==> src/rtl/div_scheduler_pkg.sv <==
// Shared types and constants for the divider scheduler: FSM encoding,
// default operand width, timer width and the divide-by-zero result pattern.
package div_scheduler_pkg;

  typedef enum logic [1:0] {
    S_IDLE  = 2'd0,
    S_ISSUE = 2'd1,
    S_WAIT  = 2'd2,
    S_RESP  = 2'd3
  } state_t;

  localparam int W_DEF = 3;
  localparam int TMR_W = 5;

  // Truncated to the operand width at the point of use, so it stays all ones.
  localparam logic [31:0] DIV0_ONES = 32'hFFFF_FFFF;

endpackage

==> src/rtl/div_scheduler_rr_arb2.sv <==
// Two-input round-robin arbiter. On a tie the port that did not win last time
// is granted; the last-grant memory only advances when i_en accepts a grant.
module rr_arb2 (
  input  logic       i_clk,
  input  logic       i_rst,
  input  logic [1:0] i_req,
  input  logic       i_en,
  output logic [1:0] o_gnt
);

  logic       r_last;
  logic [1:0] w_gnt;

  // Grant selection from current requests and last winner
  always_comb begin
    w_gnt = 2'b00;
    case (i_req)
      2'b01:   w_gnt = 2'b01;
      2'b10:   w_gnt = 2'b10;
      2'b11:   w_gnt = r_last ? 2'b01 : 2'b10;
      default: w_gnt = 2'b00;
    endcase
  end

  assign o_gnt = w_gnt;

  // Last-grant memory; reset to port 1 so port 0 wins the first tie
  always_ff @(posedge i_clk or posedge i_rst) begin
    if (i_rst) begin
      r_last <= 1'b1;
    end else if (i_en && (w_gnt != 2'b00)) begin
      r_last <= w_gnt[1];
    end else begin
      r_last <= r_last;
    end
  end

endmodule

==> src/rtl/div_scheduler.sv <==
// Shares one multi-cycle divider between two requesters: arbitrates, issues the
// init pulse, waits for done (with stale-done skip and timeout), returns an ack.
module div_scheduler
  import div_scheduler_pkg::*;
#(
  parameter int W    = W_DEF,
  parameter int TMO  = 31,
  parameter int SKIP = 2
) (
  input  logic         i_clk,
  input  logic         i_rst,
  input  logic         i_req0,
  input  logic [W-1:0] i_dv0,
  input  logic [W-1:0] i_dr0,
  input  logic         i_req1,
  input  logic [W-1:0] i_dv1,
  input  logic [W-1:0] i_dr1,
  output logic         o_ack0,
  output logic         o_ack1,
  output logic [W-1:0] o_res,
  output logic         o_err,
  output logic         o_busy,
  output logic         o_unit_init,
  output logic [W-1:0] o_unit_dv,
  output logic [W-1:0] o_unit_dr,
  input  logic [W-1:0] i_unit_q,
  input  logic         i_unit_done
);

  localparam logic [TMR_W-1:0] SKIP_T = TMR_W'(SKIP);
  localparam logic [TMR_W-1:0] TMO_T  = TMR_W'(TMO);

  state_t             r_state, w_state;
  logic [TMR_W-1:0]   r_timer, w_timer;
  logic               r_ack0, w_ack0, r_ack1, w_ack1;
  logic [W-1:0]       r_res, w_res;
  logic               r_err, w_err;
  logic               r_busy, w_busy;
  logic               r_init, w_init;
  logic [W-1:0]       r_dv, w_dv, r_dr, w_dr;
  logic               r_gsel, w_gsel;
  logic               w_arb_en;
  logic [1:0]         w_gnt;

  rr_arb2 u_arb (
    .i_clk (i_clk),
    .i_rst (i_rst),
    .i_req ({i_req1, i_req0}),
    .i_en  (w_arb_en),
    .o_gnt (w_gnt)
  );

  // Next-state and next-output logic; every output is registered below
  always_comb begin
    w_state  = r_state;
    w_timer  = r_timer;
    w_ack0   = 1'b0;
    w_ack1   = 1'b0;
    w_res    = '0;
    w_err    = 1'b0;
    w_init   = 1'b0;
    w_dv     = r_dv;
    w_dr     = r_dr;
    w_gsel   = r_gsel;
    w_arb_en = 1'b0;
    case (r_state)
      S_IDLE: begin
        w_arb_en = 1'b1;
        if (w_gnt != 2'b00) begin
          w_gsel = w_gnt[1];
          w_dv   = w_gnt[1] ? i_dv1 : i_dv0;
          w_dr   = w_gnt[1] ? i_dr1 : i_dr0;
          if (w_dr == '0) begin
            w_res   = W'(DIV0_ONES);
            w_err   = 1'b1;
            w_ack0  = ~w_gnt[1];
            w_ack1  = w_gnt[1];
            w_state = S_RESP;
          end else begin
            w_init  = 1'b1;
            w_state = S_ISSUE;
          end
        end else begin
          w_state = S_IDLE;
        end
      end
      S_ISSUE: begin
        w_timer = '0;
        w_state = S_WAIT;
      end
      S_WAIT: begin
        // A done inside the skip window belongs to the previous operation
        if ((r_timer >= SKIP_T) && i_unit_done) begin
          w_res   = i_unit_q;
          w_ack0  = ~r_gsel;
          w_ack1  = r_gsel;
          w_state = S_RESP;
        end else if (r_timer == TMO_T) begin
          w_err   = 1'b1;
          w_ack0  = ~r_gsel;
          w_ack1  = r_gsel;
          w_state = S_RESP;
        end else begin
          w_timer = r_timer + 1'b1;
        end
      end
      S_RESP: begin
        w_state = S_IDLE;
      end
      default: begin
        w_state = S_IDLE;
      end
    endcase
    w_busy = (w_state != S_IDLE);
  end

  // State and output registers
  always_ff @(posedge i_clk or posedge i_rst) begin
    if (i_rst) begin
      r_state <= S_IDLE;
      r_timer <= '0;
      r_ack0  <= 1'b0;
      r_ack1  <= 1'b0;
      r_res   <= '0;
      r_err   <= 1'b0;
      r_busy  <= 1'b0;
      r_init  <= 1'b0;
      r_dv    <= '0;
      r_dr    <= '0;
      r_gsel  <= 1'b0;
    end else begin
      r_state <= w_state;
      r_timer <= w_timer;
      r_ack0  <= w_ack0;
      r_ack1  <= w_ack1;
      r_res   <= w_res;
      r_err   <= w_err;
      r_busy  <= w_busy;
      r_init  <= w_init;
      r_dv    <= w_dv;
      r_dr    <= w_dr;
      r_gsel  <= w_gsel;
    end
  end

  assign o_ack0      = r_ack0;
  assign o_ack1      = r_ack1;
  assign o_res       = r_res;
  assign o_err       = r_err;
  assign o_busy      = r_busy;
  assign o_unit_init = r_init;
  assign o_unit_dv   = r_dv;
  assign o_unit_dr   = r_dr;

endmodule

==> config.mk <==
export PLATFORM = sky130hd
export DESIGN_NAME = div_scheduler
export DESIGN_NICKNAME = d
export VERILOG_FILES = /design/src/rtl/div_scheduler_pkg.sv /design/src/rtl/div_scheduler_rr_arb2.sv /design/src/rtl/div_scheduler.sv
export SDC_FILE = /design/constraint.sdc
export NUM_CORES = 1
export LEC_CHECK = 0
export CAP_MARGIN = 5
export CORE_ASPECT_RATIO = 1.4
export CORE_MARGIN = 2
export CORE_UTILIZATION = 48
export CTS_BUF_LIST = sky130_fd_sc_hd__clkbuf_8
export CTS_CLUSTER_DIAMETER = 150
export DETAILED_ROUTE_END_ITERATION = 6
export PLACE_DENSITY = 0.78
export SLEW_MARGIN = 10
export SYNTH_ARGS = -nofsm -noshare
export SYNTH_HDL_FRONTEND = slang
export SYNTH_SLANG_ARGS = --single-unit
==> constraint.sdc <==
create_clock -name i_clk -period 2.4 [get_ports i_clk]
set_input_delay 0.36 -clock i_clk [delete_from_list [all_inputs] [get_ports i_clk]]
set_output_delay 0.36 -clock i_clk [all_outputs]
set_load 0.01 [all_outputs]
==> reports/metrics.csv, run 1 <==
metric,value,unit
status,completed,
synth.cell_area,0.001134,sq mm
worst-endpoint-arrival,2090,ps
worstSetupPathDepth,7,
vdd.ir_drop.worst,718.0,uV
synth.top_cell.area_share,48.57,%
fin_worst_skew,3.968,ps
cts_inserted_buffers,3,
maxClockFrequency,502.9,MHz
highest-signal-layer,met4,
worst_setup_path_end_kind,flop,
worst-path-max-fanout,7,
slowest_delay,450,ps
met2_wirelength,1146,um
clkSinkCount,23,
fin_crit_sh,82.86,%
layout_top_cells,"clkdlybuf4s50_1 (33), dfrtp_1 (22), nand2_1 (16)",
path_cells,ha_1 -> and3_1 -> ha_1 -> nor3_1 -> a21oi_2 -> o21ai_0 -> o211ai_1,
netlist_instances,110,
detail_placement_hpwl,1717,um
cts_tree,built,
largestClassByArea,sequential cells,
critical_path_class,reg -> reg,
synth.area.top_cells,"dfrtp_1 (49%), ha_1 (6.6%), mux2i_1 (5.3%), nand2_1 (5.3%), o21ai_0 (4.4%)",
synth.avg_cell_area,10.31,sq um
placement_rows,20,
fin_worst_hold_slack,431.4,ps
synthesized_area_fraction_occupied_by_ao_oa_aoi_and_oai_cells,17.66,%
drt_wl_total,2206,um
yosysUniqueCellTypes,29,
r2r_slack,410,ps
post_route_worst_setup_slack,411.4,ps
setup_total_negative_slack,0,ps
worst_r2r_startpoint,r_timer[1],
p_seq_share,40.2,%
final-max-slew-violation-count,0,
yosysTopAreaCell,dfrtp_1,
setup-violations-final,0,
hold_bufs_inserted_after_cts,0,
floorplan_nets,136,
gp_routability_congestion,0.8593,
nWellTaps,22,
num-nets-final,175,
run_1/io_placement.png
Pins as bars across the die edge, other pins in grey.
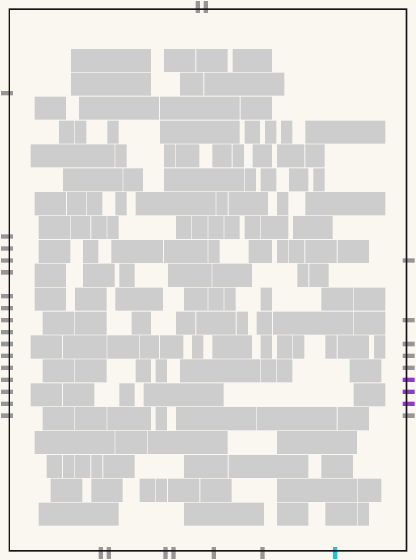
colour	port	pins	direction	edge
cyan	`i_rst`	1	input	bottom
purple	`o_res`	3	output	right
die x size: 45.07 um
y dimension of the die: 61.50 um
# port buffers: 33

run_1/cell_density.png
5 x 6 tiles, from white (low) to dark blue (high), 0 to 100% covered.
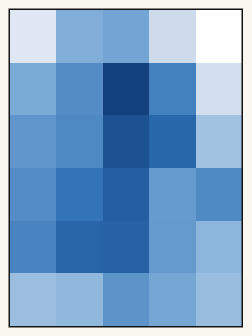
emptiest ninth of the die	top right
mean over tiles	55%
nearly empty tiles	3.3%
Core Area: 0.002202 sq mm
final core utilization: 70.28%
Initial Util: 51.48%

run_1/placement.png
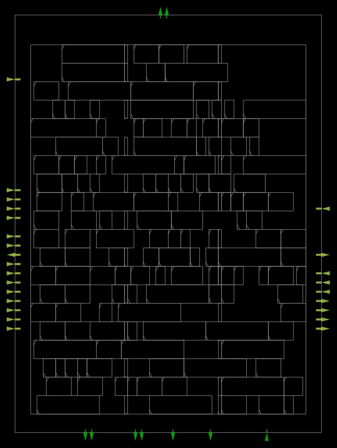
sequential cell count: 23
flop share of the area: 37.27%

## Run 2: what changed since run 1
--- a/config.mk
+++ b/config.mk
@@ -8,11 +8,11 @@
 export CAP_MARGIN = 5
 export CORE_ASPECT_RATIO = 1.4
 export CORE_MARGIN = 2
-export CORE_UTILIZATION = 48
+export CORE_UTILIZATION = 43
 export CTS_BUF_LIST = sky130_fd_sc_hd__clkbuf_8
 export CTS_CLUSTER_DIAMETER = 150
 export DETAILED_ROUTE_END_ITERATION = 6
-export PLACE_DENSITY = 0.78
+export PLACE_DENSITY = 0.74
 export SLEW_MARGIN = 10
 export SYNTH_ARGS = -nofsm -noshare
 export SYNTH_HDL_FRONTEND = slang
==> constraint.sdc (replaced) <==
create_clock -name i_clk -period 1.6 [get_ports i_clk]
set_input_delay 0.24 -clock i_clk [delete_from_list [all_inputs] [get_ports i_clk]]
set_output_delay 0.24 -clock i_clk [all_outputs]
set_load 0.01 [all_outputs]
run_2/layer_met3.png
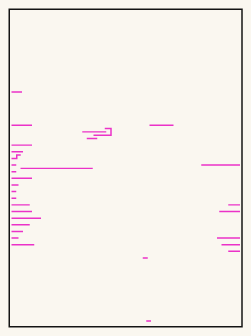
share of all routed wire	4.0%
longest straight run	14.5 um
vias after detailed routing: 1007
sum of routed wire length over all layers: 2543 um
routing usage on met3: 2.786%

run_2/cell_density.png
5 x 6 tiles, from white (low) to dark blue (high), 0 to 100% covered.
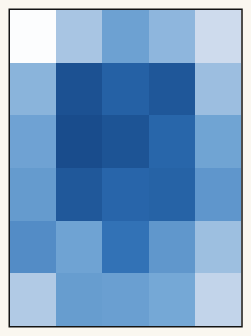
mean over tiles	57%
nearly empty tiles	3.3%
tiles over 75% full	30%
Core Area: 0.002560 sq mm
Initial Util: 44.28%
final core utilization: 70.09%

==> run 2 against run 1 <==
Net effect:
- routed wire length is 15% higher
- fmax is 25% higher
- clock power is 58% higher
- non-clock buffer count is 16 higher
- critical path depth stayed put
- register-to-register slack worse by 400 ps
- highest routed layer unchanged
- sequential share of layout area is 5.1 points lower
- clock skew is 2.0 ps higher
==> reports/metrics.csv, run 2 <==
metric,value,unit,change
status,completed,,unchanged
synth.top_cell.area_share,48.57,%,unchanged
r2r_slack,7,ps,was 410 ps
grt_first_pass_wirelength,4188,um,was 3767 um
nWellTaps,36,,was 22
worst_r2r_startpoint,r_timer[1],,unchanged
worst-path-max-fanout,6,,was 7
worst-endpoint-arrival,1740,ps,was 2090 ps
placement_rows,22,,was 20
floorplan_nets,136,,unchanged
p_seq_share,35.9,%,was 40.2%
cts_tree,built,,unchanged
synth.cell_area,0.001134,sq mm,unchanged
log.warning_count,31,,was 29
worstSetupPathDepth,7,,unchanged
die.size.x,47.40,um,was 45.07 um
synth.avg_cell_area,10.31,sq um,unchanged
initialDrtViolationCount,7,,was 17
largestClassByArea,multi-input combinational cells,,was sequential cells
flops,23,,unchanged
highest-signal-layer,met4,,unchanged
setup_total_negative_slack,0,ps,unchanged
maxClockFrequency,627.8,MHz,was 502.9 MHz
critical_path_class,reg -> reg,,unchanged
yosysUniqueCellTypes,29,,unchanged
setup-violations-final,0,,unchanged
vdd.ir_drop.worst,924.2,uV,was 718.0 uV
synthesized_area_fraction_occupied_by_ao_oa_aoi_and_oai_cells,17.66,%,unchanged
yosysTopAreaCell,dfrtp_1,,unchanged
num-nets-final,191,,was 175
seq_share,32.15,%,was 37.27%
clkSinkCount,23,,unchanged
path_cells,ha_2 -> and3_4 -> ha_4 -> nor3_4 -> a21oi_4 -> mux2i_1 -> o22ai_1,,was ha_1 -> and3_1 -> ha_1 -> nor3_1 -> a21oi_2 -> o21ai_0 -> o211ai_1
y_dimension_of_the_die,64.75,um,was 61.50 um
cts_inserted_buffers,3,,unchanged
met2_wirelength,1477,um,was 1146 um
gp_routability_congestion,0.7983,,was 0.8593
switching_share,35.82,%,was 35.83%
final-max-slew-violation-count,0,,unchanged
fin_worst_hold_slack,301.3,ps,was 431.4 ps
synth.area.top_cells,"dfrtp_1 (49%), ha_1 (6.6%), mux2i_1 (5.3%), nand2_1 (5.3%), o21ai_0 (4.4%)",,unchanged
fin_crit_sh,99.56,%,was 82.86%
hold_bufs_inserted_after_cts,0,,unchanged
worst_setup_path_end_kind,flop,,unchanged
Power and IR drop assume default switching activity.
